--- src/rtl/mux_nto1_rr_reg_pkg.sv ---
// ---------------------------------------------------------------------------
// mux_nto1_rr_reg_pkg
//   Shared definitions for the N:1 registered word multiplexer.
//   - mode_e   : arbitration mode (direct select / round-robin)
//   - selw_of  : width of a channel index for n channels (never below 1)
// ---------------------------------------------------------------------------
package mux_nto1_rr_reg_pkg;

  typedef enum logic {
    MODE_DIRECT = 1'b0,
    MODE_RR     = 1'b1
  } mode_e;

  // A two-channel mux still needs one select bit.
  function automatic int selw_of(input int n);
    return (n <= 2) ? 1 : $clog2(n);
  endfunction

endpackage

--- src/rtl/mux_nto1_rr_reg_if.sv ---
// ---------------------------------------------------------------------------
// mux_nto1_rr_reg_if
//   Bundles the producer-side channel bus, the mode/select controls and the
//   consumer-side valid/ready output of mux_nto1_rr_reg.
//   Signals:
//     mode      0 = direct select via sel, 1 = round-robin over in_valid
//     sel       channel index used in direct mode
//     in_data   N*W packed channel words, channel i at [i*W +: W]
//     in_valid  per-channel valid
//     in_ready  per-channel ready (driven by the mux)
//     out_data  registered output word
//     out_src   index of the channel that supplied out_data
//     out_valid out_data/out_src hold a word
//     out_ready consumer accepts the word this cycle
//   Modports: master = environment (producers + consumer), slave = mux.
// ---------------------------------------------------------------------------
interface mux_nto1_rr_reg_if
  import mux_nto1_rr_reg_pkg::*;
#(
  parameter int N = 8,
  parameter int W = 32
);
  localparam int SELW = selw_of(N);

  logic            mode;
  logic [SELW-1:0] sel;
  logic [N*W-1:0]  in_data;
  logic [N-1:0]    in_valid;
  logic [N-1:0]    in_ready;
  logic [W-1:0]    out_data;
  logic [SELW-1:0] out_src;
  logic            out_valid;
  logic            out_ready;

  modport master (
    output mode, sel, in_data, in_valid, out_ready,
    input  in_ready, out_data, out_src, out_valid
  );

  modport slave (
    input  mode, sel, in_data, in_valid, out_ready,
    output in_ready, out_data, out_src, out_valid
  );

endinterface

--- src/rtl/mux_nto1_rr_reg_mux_tree.sv ---
// ---------------------------------------------------------------------------
// mux_tree_nto1
//   Combinational N:1 word multiplexer with binary select, built as a tree
//   of 2:1 stages. Level 0 holds the inputs padded up to a power of two with
//   zero words, so any index >= N selects 0.
//   Ports:
//     in_data   N*W packed words, word i at [i*W +: W]
//     sel       binary word index
//     out_data  selected word (0 when sel >= N)
// ---------------------------------------------------------------------------
module mux_tree_nto1
  import mux_nto1_rr_reg_pkg::*;
#(
  parameter int N = 8,
  parameter int W = 32
) (
  input  logic [N*W-1:0]          in_data,
  input  logic [selw_of(N)-1:0]   sel,
  output logic [W-1:0]            out_data
);

  localparam int SELW = selw_of(N);
  localparam int P    = 1 << SELW;

  // Level s holds P>>s words; level s merges pairs of level s-1 on sel[s-1].
  for (genvar s = 0; s <= SELW; s++) begin : g_lvl
    logic [W-1:0] w [0:(P>>s)-1];
    if (s == 0) begin : g_leaf
      for (genvar i = 0; i < P; i++) begin : g_in
        if (i < N) begin : g_real
          assign w[i] = in_data[i*W +: W];
        end else begin : g_pad
          assign w[i] = '0;
        end
      end
    end else begin : g_node
      for (genvar j = 0; j < (P>>s); j++) begin : g_mux
        assign w[j] = sel[s-1] ? g_lvl[s-1].w[2*j+1] : g_lvl[s-1].w[2*j];
      end
    end
  end

  assign out_data = g_lvl[SELW].w[0];

endmodule

--- src/rtl/mux_nto1_rr_reg.sv ---
// ---------------------------------------------------------------------------
// mux_nto1_rr_reg
//   N:1 word multiplexer with a one-entry registered valid/ready output.
//   Direct mode grants channel sel; round-robin mode grants the first valid
//   channel scanning upward from rr_ptr with wrap. A granted channel sees
//   in_ready whenever the output register can load (empty or draining).
//   Ports:
//     clk    rising-edge clock
//     rst_n  synchronous active-low reset (clears output register and rr_ptr)
//     bus    mux_nto1_rr_reg_if.slave (mode, sel, channel bus, output bus)
// ---------------------------------------------------------------------------
module mux_nto1_rr_reg
  import mux_nto1_rr_reg_pkg::*;
#(
  parameter int N = 8,
  parameter int W = 32
) (
  input  logic               clk,
  input  logic               rst_n,
  mux_nto1_rr_reg_if.slave   bus
);

  localparam int SELW = selw_of(N);
  localparam logic [SELW:0]   N_L  = (SELW+1)'(N);
  localparam logic [SELW-1:0] LAST = SELW'(N-1);

  logic [SELW-1:0] rr_ptr;
  logic [SELW-1:0] rr_grant;
  logic            rr_found;
  logic [SELW:0]   scan_idx;
  logic [SELW-1:0] grant;
  logic            grant_ok;
  logic            load_en;
  logic            xfer;
  logic [W-1:0]    mux_word;

  logic [W-1:0]    data_p1;
  logic [SELW-1:0] src_p1;
  logic            vld_p1;

  // ---- stage p0: arbitration, ready generation and word select ----
  assign load_en = !vld_p1 || bus.out_ready;

  // Priority scan starting at rr_ptr; scan_idx stays below 2N so a single
  // conditional subtract performs the modulo.
  always_comb begin
    rr_found = 1'b0;
    rr_grant = '0;
    scan_idx = '0;
    for (int k = 0; k < N; k++) begin
      scan_idx = {1'b0, rr_ptr} + (SELW+1)'(k);
      if (scan_idx >= N_L) scan_idx = scan_idx - N_L;
      if (!rr_found && bus.in_valid[scan_idx[SELW-1:0]]) begin
        rr_found = 1'b1;
        rr_grant = scan_idx[SELW-1:0];
      end
    end
  end

  always_comb begin
    if (mode_e'(bus.mode) == MODE_RR) begin
      grant    = rr_grant;
      grant_ok = rr_found;
    end else begin
      grant    = bus.sel;
      grant_ok = ({1'b0, bus.sel} < N_L);
    end
  end

  always_comb begin
    bus.in_ready = '0;
    for (int i = 0; i < N; i++) begin
      bus.in_ready[i] = load_en && grant_ok && (grant == SELW'(i));
    end
  end

  assign xfer = |(bus.in_valid & bus.in_ready);

  mux_tree_nto1 #(.N(N), .W(W)) u_tree (
    .in_data  (bus.in_data),
    .sel      (grant),
    .out_data (mux_word)
  );

  // ---- stage p1: output register and round-robin pointer ----
  always_ff @(posedge clk) begin
    if (!rst_n) begin
      vld_p1  <= 1'b0;
      data_p1 <= '0;
      src_p1  <= '0;
      rr_ptr  <= '0;
    end else begin
      if (xfer) begin
        data_p1 <= mux_word;
        src_p1  <= grant;
        vld_p1  <= 1'b1;
        if (mode_e'(bus.mode) == MODE_RR)
          rr_ptr <= (grant == LAST) ? '0 : grant + SELW'(1);
      end else if (bus.out_ready && vld_p1) begin
        vld_p1 <= 1'b0;
      end
    end
  end

  assign bus.out_data  = data_p1;
  assign bus.out_src   = src_p1;
  assign bus.out_valid = vld_p1;

endmodule
--- src/flat_wrapper.sv ---
// flat-port wrapper written by rule: the top's interface ports become plain ports
module mux_nto1_rr_reg_flat import mux_nto1_rr_reg_pkg::*;
#(
  parameter int N = 8,
  parameter int W = 32
)
  (clk, rst_n, bus_mode, bus_sel, bus_in_data, bus_in_valid, bus_out_ready, bus_in_ready, bus_out_data, bus_out_src, bus_out_valid);
  mux_nto1_rr_reg_if #(.N(N), .W(W)) bus_i ();
  input  logic clk;
  input  logic rst_n;
  input wire logic [$bits(bus_i.mode)-1:0] bus_mode;
  input wire logic [$bits(bus_i.sel)-1:0] bus_sel;
  input wire logic [$bits(bus_i.in_data)-1:0] bus_in_data;
  input wire logic [$bits(bus_i.in_valid)-1:0] bus_in_valid;
  input wire logic [$bits(bus_i.out_ready)-1:0] bus_out_ready;
  output wire logic [$bits(bus_i.in_ready)-1:0] bus_in_ready;
  output wire logic [$bits(bus_i.out_data)-1:0] bus_out_data;
  output wire logic [$bits(bus_i.out_src)-1:0] bus_out_src;
  output wire logic [$bits(bus_i.out_valid)-1:0] bus_out_valid;
  assign bus_i.mode = bus_mode;
  assign bus_i.sel = bus_sel;
  assign bus_i.in_data = bus_in_data;
  assign bus_i.in_valid = bus_in_valid;
  assign bus_i.out_ready = bus_out_ready;
  assign bus_in_ready = bus_i.in_ready;
  assign bus_out_data = bus_i.out_data;
  assign bus_out_src = bus_i.out_src;
  assign bus_out_valid = bus_i.out_valid;
  mux_nto1_rr_reg #(.N(N), .W(W)) u_core (.clk(clk), .rst_n(rst_n), .bus(bus_i));
endmodule
--- config.mk ---
export PLATFORM = sky130hd
export DESIGN_NAME = mux_nto1_rr_reg_flat
export DESIGN_NICKNAME = d
export VERILOG_FILES = /design/src/rtl/mux_nto1_rr_reg_pkg.sv /design/src/rtl/mux_nto1_rr_reg_if.sv /design/src/rtl/mux_nto1_rr_reg_mux_tree.sv /design/src/rtl/mux_nto1_rr_reg.sv /design/src/flat_wrapper.sv
export SDC_FILE = /design/constraint.sdc
export NUM_CORES = 1
export LEC_CHECK = 0
export CAP_MARGIN = 20
export CORE_AREA = 2 2 128 130
export DETAILED_ROUTE_END_ITERATION = 6
export DIE_AREA = 0 0 130 132
export DONT_BUFFER_PORTS = 1
export SETUP_SLACK_MARGIN = 0.15
export SYNTH_ARGS = -nofsm -noshare
export SYNTH_HDL_FRONTEND = slang
export SYNTH_HIERARCHICAL = 1
export SYNTH_SLANG_ARGS = --single-unit
--- constraint.sdc ---
create_clock -name clk -period 13.5 [get_ports clk]
set_clock_uncertainty 0.1 [all_clocks]
set_input_delay 2.7 -clock clk [delete_from_list [all_inputs] [get_ports clk]]
set_output_delay 2.7 -clock clk [all_outputs]
set_load 0.005 [all_outputs]
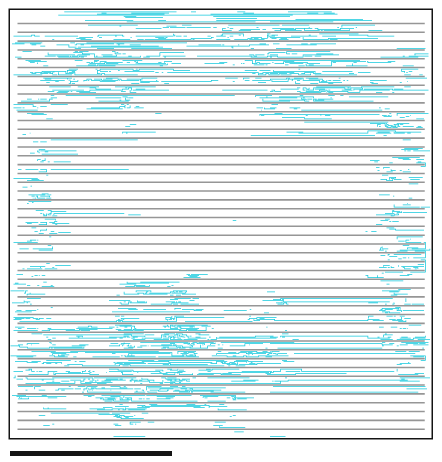
*Metal 1, run 1*
The bar under the picture is 50 microns long. Supply wires on this layer in grey.
wire length on this layer	6040 microns
share of all routed wire	36%
nets with wire on the layer	553
main direction	horizontal

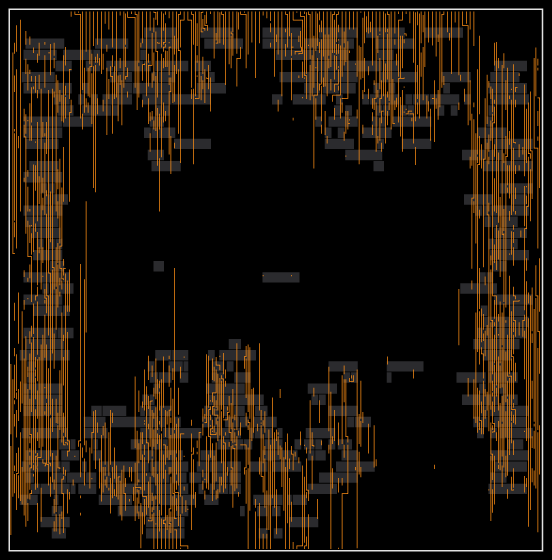
*Met2 routing, run 1*
Cells faint in the background.
nets with wire on the layer	590
share of all routed wire	51%

==> results.json, run 1 <==
{
  "flop_cell": "dfxtp_1",
  "met1_usage_pct": 21.7,
  "stdcell_area_sq_um": 4890,
  "status": "complete, no violations",
  "overflow": 0,
  "io-pin-count": 315,
  "inv_count": 10,
  "firstDrtPassIters": 5,
  "seq_share_pct": 16.0,
  "yosysTopAreaCell": "mux4_1",
  "placementRows": 46,
  "routed_wl_microns": 16800,
  "top_power_group": "combinational cells",
  "clk_share_pct": 3.25,
  "seq_power_share_pct": 20.8,
  "dominant_cells": "multi-input combinational cells",
  "r2r_cells": 19,
  "clock.fmax_mhz": 109,
  "nonClkBufAreaFrac_pct": 1.74,
  "async_reset_ff_share_pct": 0,
  "powerClk_uw": 138,
  "powerComb_uw": 730,
  "synthToLayoutAreaGrowth_pct": 4.57,
  "layout_top_cell": "mux4_1",
  "cts-resized-gates": 0,
  "logic_gate_count": 313,
  "cts_buffer_depth": 2,
  "r2r_slack_ps": 6760,
  "fa_ha_area_share_pct": 2.14,
  "syn_nets": 683,
  "grt.busiest_layer": "met2",
  "endpoint": "bus_in_ready[7]",
  "num-nonclk-buffers": 7,
  "fin_cells": 594,
  "xor_share_pct": 0.749,
  "slew_viol_final": 0,
  "io_buffers": 0,
  "cts_tree": "yes",
  "power.density_nw_per_um2": 224,
  "rsz0062_at_grt": "no",
  "antenna_found_initial": 5,
  "top_logic_kind": "multiplexers",
  "end_kind": "output pin",
  "yosysTopAreaCellShare_pct": 26.4,
  "viasPerCell": 6.50,
  "synth.cell_area_sq_um": 4680,
  "ctsRootBufferMaster": "clkbuf_16",
  "met3_length_microns": 2150,
  "yosysUniqueCellTypes": 54,
  "period_minus_slack_ps": 9200,
  "remaining_drc_errors": 0,
  "wl_met2_microns": 8510,
  "ys_seq_share_pct": 16.7,
  "max-cap-violations": 0,
  "cp.arrival_ps": 6400,
  "grt_max_degree": 69,
  "cts_sinks": 39,
  "met3_usage_pct": 5.97,
  "power.share.clock_pct": 12.6,
  "hpwl_microns": 13000,
  "critPathMaxFanout": 21,
  "irDropWorstVdd_uv": 144,
  "hold_violations": 0,
  "switching_power_uw": 489,
  "fp.dieH_microns": 132,
  "simple_gate_share_pct": 9.55,
  "post_cts_buffers": 0,
  "drive_gt1_share_pct": 23.1,
  "gr-usage-met2_pct": 32.7,
  "post-place-ws_ps": 4270,
  "cp.required_ps": 10700,
  "relSlewSlack_pct": 29.5,
  "place_congestion": 0.886,
  "chipArea_sq_um": 17200,
  "avgSynthCellArea_sq_um": 11.6,
  "worstMarginPinSlew_ps": 1050,
  "place_inst": 583,
  "power.internal_uw": 607,
  "ys_warn_count": 6,
  "powerSeq_uw": 228,
  "largest_reg_flops": 32
}
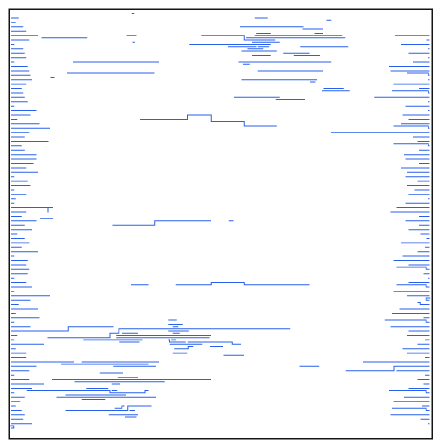
*The metal 3 layer, run 1*
nets with wire on the layer	244
longest straight run	52.7 microns
share of all routed wire	13%
wire length on this layer	2150 microns

==> run 1 -> run 2 <==
- clock period: 13.5 -> 9.6 ns (I/O delays scaled with it)
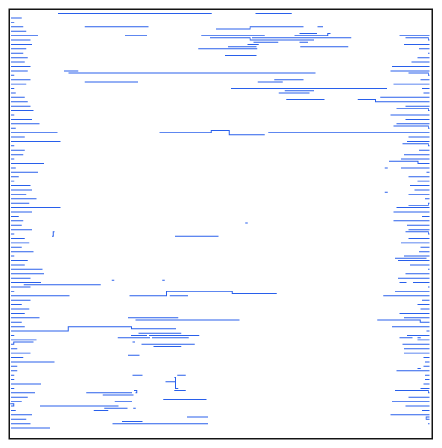
*The metal 3 layer, run 2*
share of all routed wire	12%
longest straight run	75.9 microns
main direction	horizontal

==> run 2 against run 1 <==
- highest routed layer unchanged
- largest power group unchanged
- sequential share of layout area increased by 0.13 points
- register-to-register slack worse by 4400 ps
- total power up 36%
- clock power grew 22%
- setup slack lost 2500 ps
==> results.json, run 2 <==
{
  "irDropWorstVdd_uv": 139,
  "place_inst": 583,
  "chipArea_sq_um": 17200,
  "gr-usage-met2_pct": 33.0,
  "seq_power_share_pct": 21.7,
  "async_reset_ff_share_pct": 0,
  "met3_usage_pct": 7.14,
  "yosysUniqueCellTypes": 54,
  "max-cap-violations": 0,
  "critPathMaxFanout": 23,
  "edf_count": 0,
  "io-pin-count": 315,
  "firstDrtPassIters": 5,
  "cts_sinks": 39,
  "syn_nets": 683,
  "muxShareOfSynthArea_pct": 49.8,
  "drive_gt1_share_pct": 22.9,
  "antenna_found_initial": 7,
  "status": "complete, no violations",
  "nonClkBufAreaFrac_pct": 1.19,
  "clk_share_pct": 2.91,
  "relSlewSlack_pct": 22.7,
  "worstReg2RegEnd": "u_core/bus.out_src[2]",
  "endpoint": "bus_in_ready[3]",
  "routed_wl_microns": 17100,
  "cp.arrival_ps": 5780,
  "met1_usage_pct": 21.5,
  "cp.required_ps": 7580,
  "slew_viol_final": 0,
  "grt_pass1_vias": 3998,
  "grt.busiest_layer": "met2",
  "powerSeq_uw": 323,
  "avgSynthCellArea_sq_um": 11.6,
  "fa_ha_area_share_pct": 2.14,
  "period_minus_slack_ps": 7800,
  "num-nonclk-buffers": 5,
  "cts-resized-gates": 0,
  "hpwl_microns": 13500,
  "fin_cells": 595,
  "top_power_group": "combinational cells",
  "yosysTopAreaCell": "mux4_1",
  "cp_cell_sequence": "mux4_1 > mux2_2 > or2_1 > o31a_1 > or3_1 > a31oi_1 > clkinv_2 > ha_1 > ha_1 > and2_1",
  "ys_seq_share_pct": 16.7,
  "clock_latency_ps": 290,
  "simple_gate_share_pct": 9.55,
  "ys_warn_count": 6,
  "worstMarginPinSlew_ps": 1160,
  "ctsHoldBuffers": 0,
  "area_leaders": "mux4_1, dfxtp_1, mux4_2",
  "layout_top_cell": "mux4_1",
  "clock.fmax_mhz": 128,
  "post_cts_buffers": 0,
  "remaining_drc_errors": 0,
  "logic_gate_count": 313,
  "yosysTopAreaCellShare_pct": 26.4,
  "top_layer": "met5",
  "post-place-ws_ps": 1780,
  "rsz0062_at_grt": "no",
  "overflow": 0,
  "powerClk_uw": 168,
  "io_buffers": 0,
  "top_logic_kind": "multiplexers",
  "end_kind": "output pin",
  "placementRows": 46,
  "power.density_nw_per_um2": 307,
  "power.share.clock_pct": 11.3,
  "cts_tree": "yes",
  "r2r_cells": 15,
  "viasPerCell": 6.46,
  "largest_reg_flops": 32,
  "xor_share_pct": 0.749,
  "switching_power_uw": 683,
  "powerComb_uw": 997,
  "place_congestion": 0.862,
  "flop_cell": "dfxtp_1",
  "cts_buffer_depth": 2,
  "inv_count": 10,
  "logic_area_sq_um": 3550
}
==> run 2 -> run 3 <==
- clock period: 9.6 -> 6.3 ns (I/O delays scaled with it)
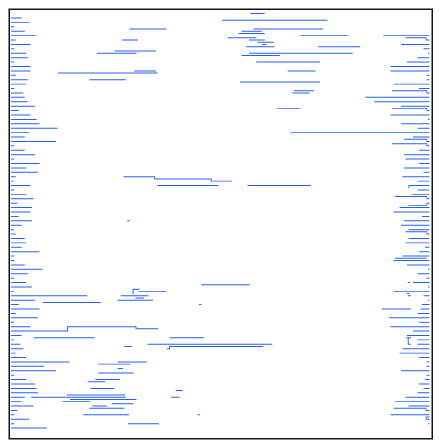
*The metal 3 layer, run 3*
DR vias: 3885
GR Util met3: 5.32%
drt total wl: 16600 microns

==> run 3 against run 2 <==
- sequential power grew 47%
- clock power increased by 48%
- global-route usage down 0.39 points
- setup slack lost 1300 ps
- synthesized cell count unchanged
- synthesized area is the same
- first-iteration DRC count increased by 43%
- total power is 55% higher
- routed wire length down 3.1%
==> results.json, run 3 <==
{
  "clk_share_pct": 2.78,
  "simple_gate_share_pct": 9.55,
  "end_kind": "output pin",
  "met3_length_microns": 1830,
  "critPathMaxFanout": 9,
  "powerComb_mw": 1.59,
  "met1_usage_pct": 23.5,
  "yosysTopAreaCell": "mux4_1",
  "cts_sinks": 39,
  "cp.arrival_ps": 4450,
  "crit_buf_inv": 3,
  "io-pin-count": 315,
  "hpwl_microns": 13400,
  "gr-usage-met2_pct": 31.3,
  "place_congestion": 0.902,
  "slew_viol_final": 0,
  "rsz0062_at_grt": "no",
  "nonClkBufAreaFrac_pct": 3.08,
  "clock.fmax_mhz": 172,
  "layout_top_cell": "mux4_1",
  "worstReg2RegEnd": "u_core/bus.out_data[27]",
  "syn_nets": 683,
  "powerClk_uw": 248,
  "placementRows": 46,
  "ys_seq_share_pct": 16.7,
  "chipArea_sq_um": 17200,
  "power.share.clock_pct": 10.7,
  "switching_power_mw": 1.04,
  "fin_ws_ps": 486,
  "endpoint": "bus_in_ready[7]",
  "seq_power_share_pct": 20.5,
  "remaining_drc_errors": 0,
  "grt.busiest_layer": "met2",
  "cts-resized-gates": 0,
  "period_minus_slack_ps": 5810,
  "post_cts_buffers": 0,
  "power.density_nw_per_um2": 467,
  "flop_cell": "dfxtp_1",
  "avgSynthCellArea_sq_um": 11.6,
  "fa_ha_area_share_pct": 2.14,
  "muxShareOfSynthArea_pct": 49.8,
  "hold_violations": 0,
  "irDropWorstVdd_uv": 191,
  "top_power_group": "combinational cells",
  "drive_gt1_share_pct": 24.9,
  "cp.required_ps": 4940,
  "status": "complete, no violations",
  "fin_cells": 608,
  "antenna_found_initial": 8,
  "largest_reg_flops": 32,
  "worstMarginPinSlew_ps": 1020,
  "yosysUniqueCellTypes": 54,
  "cts_tree": "yes",
  "top_logic_kind": "multiplexers",
  "relSlewSlack_pct": 31.6,
  "async_reset_ff_share_pct": 0,
  "num-nonclk-buffers": 16,
  "xor_share_pct": 0.749,
  "r2r_cells": 17,
  "area_leaders": "mux4_1, dfxtp_1, mux4_2",
  "inv_count": 10,
  "ys_warn_count": 6,
  "cts_buffer_depth": 2,
  "viasPerCell": 6.39,
  "io_buffers": 0,
  "logic_area_sq_um": 3550,
  "powerSeq_uw": 474,
  "ctsHoldBuffers": 0,
  "firstDrtPassIters": 5,
  "clock_latency_ps": 280,
  "top_layer": "met5",
  "yosysTopAreaCellShare_pct": 26.4,
  "grt_pass1_vias": 4017,
  "seq_share_pct": 15.8,
  "max-cap-violations": 0
}
Power is estimated from default activity; no workload was simulated.
